==> src/rtl/keypad_pkg.sv <==
// -----------------------------------------------------------------------------
// keypad_pkg
// Shared types, constants and helpers for the 4x4 hex keypad scanner.
//   keypad_state_t : scanner FSM states (IDLE, WRITE, HELD)
//   snap_class_t   : classification of a 16-bit key snapshot
//   KEY_CODE_MAP   : snapshot bit index (4*col + row) -> key code (4*row + col)
//   snap_classify  : empty / single / multi classification of a snapshot
//   snap_code      : key code of the set bit in a single-key snapshot
// -----------------------------------------------------------------------------
package keypad_pkg;

    typedef enum logic [1:0] {
        IDLE  = 2'd0,
        WRITE = 2'd1,
        HELD  = 2'd2
    } keypad_state_t;

    typedef enum logic [1:0] {
        SNAP_EMPTY  = 2'd0,
        SNAP_SINGLE = 2'd1,
        SNAP_MULTI  = 2'd2
    } snap_class_t;

    localparam int NUM_ROWS   = 4;
    localparam int NUM_COLS   = 4;
    localparam int NUM_DIGITS = 8;

    // Nibble i holds the key code for snapshot bit i. Snapshot bits are stored
    // column-major (bit 4*c + r), while key codes are row-major (4*r + c).
    localparam logic [63:0] KEY_CODE_MAP = 64'hFB73_EA62_D951_C840;

    function automatic snap_class_t snap_classify(input logic [15:0] snap);
        snap_class_t cls;
        if (snap == 16'h0000) begin
            cls = SNAP_EMPTY;
        end else if ((snap & (snap - 16'h0001)) == 16'h0000) begin
            cls = SNAP_SINGLE;
        end else begin
            cls = SNAP_MULTI;
        end
        return cls;
    endfunction

    function automatic logic [3:0] snap_code(input logic [15:0] snap);
        logic [3:0] code;
        code = 4'h0;
        for (int i = 0; i < 16; i++) begin
            if (snap[i]) begin
                code = KEY_CODE_MAP[4*i +: 4];
            end else begin
                code = code;
            end
        end
        return code;
    endfunction

endpackage

==> src/rtl/keypad_if.sv <==
// -----------------------------------------------------------------------------
// keypad_if
// Write-side bundle from the keypad scanner to the seven-segment display.
//   num   [3:0] : key code of the last accepted key
//   sel   [2:0] : digit index for the current write
//   write       : one-cycle strobe, num/sel valid while high
//   held        : an accepted key is still down
// Modports: master (scanner drives), slave (display consumes).
// -----------------------------------------------------------------------------
interface keypad_if;
    logic [3:0] num;
    logic [2:0] sel;
    logic       write;
    logic       held;

    modport master (output num, output sel, output write, output held);
    modport slave  (input  num, input  sel, input  write, input  held);
endinterface

==> src/rtl/keypad_row_sync.sv <==
// -----------------------------------------------------------------------------
// row_sync
// Two-flop synchronizer for the asynchronous, active-low keypad rows.
//   clk          : system clock
//   reset_n      : asynchronous active-low reset (outputs 4'b1111 = no key)
//   rows_i [3:0] : raw keypad rows
//   rows_o [3:0] : synchronized rows
// -----------------------------------------------------------------------------
module row_sync (
    input  logic       clk,
    input  logic       reset_n,
    input  logic [3:0] rows_i,
    output logic [3:0] rows_o
);
    logic [3:0] sync1_q, sync1_d;
    logic [3:0] sync2_q, sync2_d;

    // Next-state for the two synchronizer stages.
    always_comb begin
        sync1_d = rows_i;
        sync2_d = sync1_q;
    end

    // Synchronizer flops; reset to "all rows released".
    always_ff @(posedge clk or negedge reset_n) begin
        if (!reset_n) begin
            sync1_q <= 4'b1111;
            sync2_q <= 4'b1111;
        end else begin
            sync1_q <= sync1_d;
            sync2_q <= sync2_d;
        end
    end

    assign rows_o = sync2_q;
endmodule

==> src/rtl/keypad_scanner.sv <==
// -----------------------------------------------------------------------------
// keypad_scanner
// Scans a 4x4 active-low hex keypad, debounces whole-keypad snapshots and
// emits one write strobe per accepted key with an auto-incrementing digit.
//   clk           : system clock
//   reset_n       : asynchronous active-low reset
//   rows  [3:0]   : keypad rows, active-low, asynchronous
//   cols  [3:0]   : column drive, active-low, one bit low at a time
//   disp          : keypad_if.master (num, sel, write, held)
// Parameters: SCAN_DIV (clocks per column, >=4), DEBOUNCE_SCANS (1..15),
// REPEAT_SCANS (scans between repeat writes).
// Optional feature macro: KEYPAD_AUTOREPEAT_EN enables key autorepeat.
// -----------------------------------------------------------------------------
module keypad_scanner
    import keypad_pkg::*;
#(
    parameter int SCAN_DIV       = 65536,
    parameter int DEBOUNCE_SCANS = 4,
    parameter int REPEAT_SCANS   = 64
) (
    input  logic                clk,
    input  logic                reset_n,
    input  logic [NUM_ROWS-1:0] rows,
    output logic [NUM_COLS-1:0] cols,
    keypad_if.master            disp
);
    localparam int              DIV_W      = $clog2(SCAN_DIV);
    localparam logic [DIV_W-1:0] DWELL_LAST = DIV_W'(SCAN_DIV - 1);
    localparam logic [4:0]      DEB_N      = 5'(DEBOUNCE_SCANS);

    if (SCAN_DIV < 4 || DEBOUNCE_SCANS < 1 || DEBOUNCE_SCANS > 15 || REPEAT_SCANS < 1) begin : g_param_check
        $error("keypad_scanner: parameter out of range");
    end

    logic [3:0]        rows_sync_s;
    logic [DIV_W-1:0]  dwell_q, dwell_d;
    logic [1:0]        col_q, col_d;
    logic [3:0]        cols_q, cols_d;
    logic [15:0]       snap_q, snap_d;
    logic [15:0]       prev_q, prev_d;
    logic [3:0]        stable_q, stable_d;
    keypad_state_t     state_q, state_d;
    logic [3:0]        num_q, num_d;
    logic [2:0]        sel_q, sel_d;
    logic              write_q, write_d;
    logic              held_q, held_d;
    logic              dwell_last_s, eos_s, stable_s;
    logic [15:0]       new_snap_s;
    snap_class_t       cls_s;
    logic [3:0]        code_s;
`ifdef KEYPAD_AUTOREPEAT_EN
    localparam int     REP_W = $clog2(REPEAT_SCANS + 1);
    logic [REP_W-1:0]  rep_q, rep_d;
`endif

    row_sync u_row_sync (
        .clk     (clk),
        .reset_n (reset_n),
        .rows_i  (rows),
        .rows_o  (rows_sync_s)
    );

    // Column dwell timing, snapshot assembly and stable-scan counting.
    always_comb begin
        dwell_d      = dwell_q;
        col_d        = col_q;
        snap_d       = snap_q;
        prev_d       = prev_q;
        stable_d     = stable_q;
        dwell_last_s = (dwell_q == DWELL_LAST);
        eos_s        = dwell_last_s && (col_q == 2'd3);
        // new_snap_s already includes the column sampled this cycle, so at end
        // of scan it is the complete current scan.
        new_snap_s   = snap_q;
        if (dwell_last_s) begin
            new_snap_s[4*col_q +: 4] = ~rows_sync_s;
            dwell_d = '0;
            col_d   = col_q + 2'd1;
            snap_d  = new_snap_s;
        end else begin
            dwell_d = dwell_q + DIV_W'(1);
        end
        if (eos_s) begin
            prev_d = new_snap_s;
            if (new_snap_s == prev_q) begin
                stable_d = (stable_q == 4'd15) ? 4'd15 : stable_q + 4'd1;
            end else begin
                stable_d = 4'd0;
            end
        end else begin
            stable_d = stable_q;
        end
        // Stability counts the current scan, hence the +1 on the updated count.
        stable_s = (({1'b0, stable_d} + 5'd1) >= DEB_N);
        cols_d   = ~(4'b0001 << col_d);
    end

    // FSM next-state, latched key code, digit select and output strobes.
    always_comb begin
        state_d = state_q;
        num_d   = num_q;
        sel_d   = sel_q;
`ifdef KEYPAD_AUTOREPEAT_EN
        rep_d   = rep_q;
`endif
        cls_s   = snap_classify(new_snap_s);
        code_s  = snap_code(new_snap_s);
        case (state_q)
            IDLE: begin
                if (eos_s && (cls_s == SNAP_SINGLE) && stable_s) begin
                    num_d   = code_s;
                    state_d = WRITE;
                end else begin
                    state_d = IDLE;
                end
            end
            WRITE: begin
                sel_d   = (sel_q == 3'(NUM_DIGITS - 1)) ? 3'd0 : sel_q + 3'd1;
                state_d = HELD;
`ifdef KEYPAD_AUTOREPEAT_EN
                rep_d   = '0;
`endif
            end
            HELD: begin
                // Only a debounced full release re-arms; other keys are ignored.
                if (eos_s && (cls_s == SNAP_EMPTY) && stable_s) begin
                    state_d = IDLE;
                end
`ifdef KEYPAD_AUTOREPEAT_EN
                else if (eos_s && (cls_s == SNAP_SINGLE) && (code_s == num_q)) begin
                    if ((int'(rep_q) + 1) >= REPEAT_SCANS) begin
                        rep_d   = '0;
                        state_d = WRITE;
                    end else begin
                        rep_d   = rep_q + REP_W'(1);
                    end
                end
                else if (eos_s) begin
                    rep_d = '0;
                end
`endif
                else begin
                    state_d = HELD;
                end
            end
            default: begin
                state_d = IDLE;
            end
        endcase
        write_d = (state_d == WRITE);
        held_d  = (state_d == HELD);
    end

    // State and output registers.
    always_ff @(posedge clk or negedge reset_n) begin
        if (!reset_n) begin
            dwell_q  <= '0;
            col_q    <= 2'd0;
            cols_q   <= 4'b1110;
            snap_q   <= 16'h0000;
            prev_q   <= 16'h0000;
            stable_q <= 4'd0;
            state_q  <= IDLE;
            num_q    <= 4'd0;
            sel_q    <= 3'd0;
            write_q  <= 1'b0;
            held_q   <= 1'b0;
`ifdef KEYPAD_AUTOREPEAT_EN
            rep_q    <= '0;
`endif
        end else begin
            dwell_q  <= dwell_d;
            col_q    <= col_d;
            cols_q   <= cols_d;
            snap_q   <= snap_d;
            prev_q   <= prev_d;
            stable_q <= stable_d;
            state_q  <= state_d;
            num_q    <= num_d;
            sel_q    <= sel_d;
            write_q  <= write_d;
            held_q   <= held_d;
`ifdef KEYPAD_AUTOREPEAT_EN
            rep_q    <= rep_d;
`endif
        end
    end

    assign cols       = cols_q;
    assign disp.num   = num_q;
    assign disp.sel   = sel_q;
    assign disp.write = write_q;
    assign disp.held  = held_q;
endmodule

==> src/flat_wrapper.sv <==
// flat-port wrapper written by rule: the top's interface ports become plain ports
module keypad_scanner_flat import keypad_pkg::*;
#(
    parameter int SCAN_DIV       = 65536,
    parameter int DEBOUNCE_SCANS = 4,
    parameter int REPEAT_SCANS   = 64
)
  (clk, reset_n, rows, cols, disp_num, disp_sel, disp_write, disp_held);
  keypad_if disp_i ();
  input  logic clk;
  input  logic reset_n;
  input  logic [NUM_ROWS-1:0] rows;
  output logic [NUM_COLS-1:0] cols;
  output wire logic [$bits(disp_i.num)-1:0] disp_num;
  output wire logic [$bits(disp_i.sel)-1:0] disp_sel;
  output wire logic [$bits(disp_i.write)-1:0] disp_write;
  output wire logic [$bits(disp_i.held)-1:0] disp_held;
  assign disp_num = disp_i.num;
  assign disp_sel = disp_i.sel;
  assign disp_write = disp_i.write;
  assign disp_held = disp_i.held;
  keypad_scanner #(.SCAN_DIV(SCAN_DIV), .DEBOUNCE_SCANS(DEBOUNCE_SCANS), .REPEAT_SCANS(REPEAT_SCANS)) u_core (.clk(clk), .reset_n(reset_n), .rows(rows), .cols(cols), .disp(disp_i));
endmodule
==> config.mk <==
export PLATFORM = sky130hd
export DESIGN_NAME = keypad_scanner_flat
export DESIGN_NICKNAME = d
export VERILOG_FILES = /design/src/rtl/keypad_pkg.sv /design/src/rtl/keypad_if.sv /design/src/rtl/keypad_row_sync.sv /design/src/rtl/keypad_scanner.sv /design/src/flat_wrapper.sv
export SDC_FILE = /design/constraint.sdc
export NUM_CORES = 1
export LEC_CHECK = 0
export ABC_AREA = 1
export CORE_MARGIN = 1
export CORE_UTILIZATION = 38
export DETAILED_ROUTE_END_ITERATION = 10
export SLEW_MARGIN = 20
export SYNTH_ARGS = -nofsm -noshare
export SYNTH_HDL_FRONTEND = slang
export SYNTH_HIERARCHICAL = 1
export SYNTH_SLANG_ARGS = --single-unit
==> constraint.sdc <==
create_clock -name clk -period 3.16 [get_ports clk]
set_input_delay 0.948 -clock clk [delete_from_list [all_inputs] [get_ports clk]]
set_output_delay 0.948 -clock clk [all_outputs]
set_load 0.005 [all_outputs]
Fig. 1: clock routing
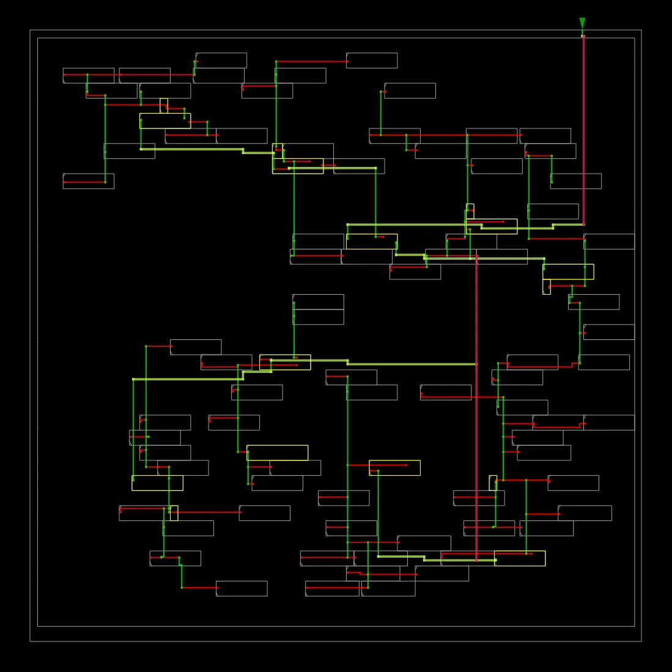
CTS buffer count: 9
clkbuf count: 14
clk ins delay skew pair: 350 ps
clk sinks: 77
clock skew: 9.93 ps

Fig. 2: signal wires on met3
(4 px per um)
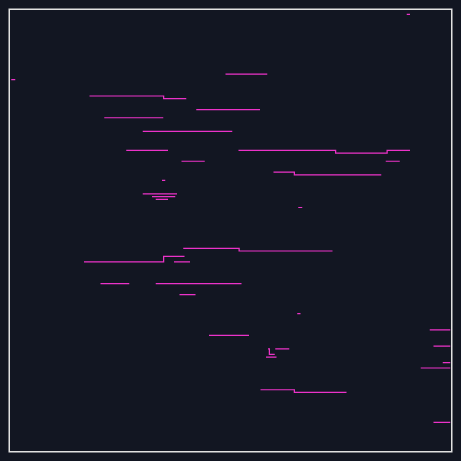
The layer holds 3.8% of the routed length. The layer carries 356 um of wire. The longest straight run is 24.2 um. 25 nets have wire on it.
met3 Track Usage GR: 4.88%
routed wire length: 9.48 mm
DR vias: 3650

==> impl_metrics.csv <==
group,metric,value,unit
placement,post-place-ws,214,ps
timing,hold_slack,350,ps
placement,hpwl,7.03,mm
timing,setup_viol,0,
timing,hold_viol,0,
logic_synthesis,synth.avg_cell_area,7.57,um^2
floorplan,die_area,0.0122,mm^2
floorplan,tapCellCount,143,
logic_synthesis,yosys.area.top_type_share,37.1,%
min_path,min_path_type,"flop to flop",
final_layout,largest_class,"multi-input combinational cells",
logic_synthesis,edf_count,0,
final_layout,regArea,0.00194,mm^2
run_status,status,"finished, final reports clean",
logic_synthesis,area_leaders,"dfrtp_1, nand2_1, dfstp_2",
logic_synthesis,ff_type,"dfrtp_1",
logic_synthesis,top_cell,"nand2_1",
job,cap_violations,0,
critical_path,cp.buffers_inverters,3,
logic_synthesis,top_area_cell,"dfrtp_1",
final_layout,buffers,29,
drt,wl_met2,4.41,mm
final_layout,clk_share,5.42,%
global_routing,grt_pass1_vias,3507,
global_routing,grtUsageMet1,23.7,%
global_routing,grt_pass1_wl,16.5,mm
floorplan,coreArea,0.0114,mm^2
floorplan,dieWidth,110,um
Fig. 3: drive-strength map
(4 px per um)
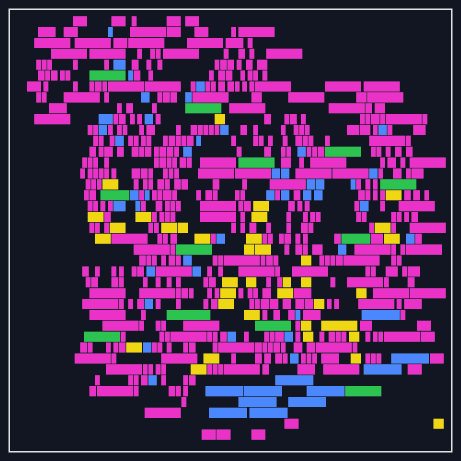
drive 6 and up: shown in green, cells 12. drive 3 to 4: shown in yellow, cells 37. drive 2: shown in blue, cells 54. drive 1 or less: shown in magenta, cells 522.

[cells by family (layout without fill, tap and decap cells)]
| family | count (synthesis) | after routing | share of synthesized area (%) |
|---|---|---|---|
| xor gates and xnor gates | 7 | 7 | 1.38 |
| adders and majority gates | 9 | 9 | 2.53 |
| AOI/OAI and AO/OA | 57 | 57 | 6.94 |
| DFF | 77 | 77 | 43.6 |
| buffers and inverters | 90 | 127 | 8.18 |
| and+or+nand+nor | 348 | 348 | 37.4 |
[power breakdown]
part           switching (W)  total (W)  internal [W]
logic              0.0000212  0.0000281    0.00000689
clock network       0.000383   0.000995      0.000612
registers         0.00000237   0.000998      0.000996
[worst paths after layout]
check,start,endpoint,slack (ps),depth (start not counted)
max,u_core/col_q[0],u_core/disp.num[3],300,20
min,u_core/u_row_sync/sync1_q[2],u_core/u_row_sync/rows_o[2],350,0
max reg2reg,u_core/col_q[0],u_core/disp.num[3],300,20
min reg2reg,u_core/u_row_sync/sync1_q[2],u_core/u_row_sync/rows_o[2],350,0
max in group asynchronous,reset_n,u_core/stable_q[2],1770,1
min in group asynchronous,reset_n,u_core/col_q[0],760,1
[registers in the layout, summed over array words and instances, names as in the netlist]
name / flops
u_core/disp.write: 1
u_core/stable_q: 4
u_core/state_q: 2
u_core/cols: 4
u_core/disp.num: 4
u_core/snap_q: 16
u_core/prev_q: 16
u_core/u_row_sync/sync1_q: 4
u_core/disp.sel: 3
u_core/u_row_sync/rows_o: 4
u_core/col_q: 2
u_core/disp.held: 1
u_core/dwell_q: 16
[per-stage QoR]
step | std cells | util [%]
2_1_floorplan | 588 | -
3_3_place_gp | 748 | 42.1
3_5_place_dp | 748 | 42.1
4_1_cts | 764 | 44.5
5_1_grt | 768 | 45.1
6_report | 768 | 45.1
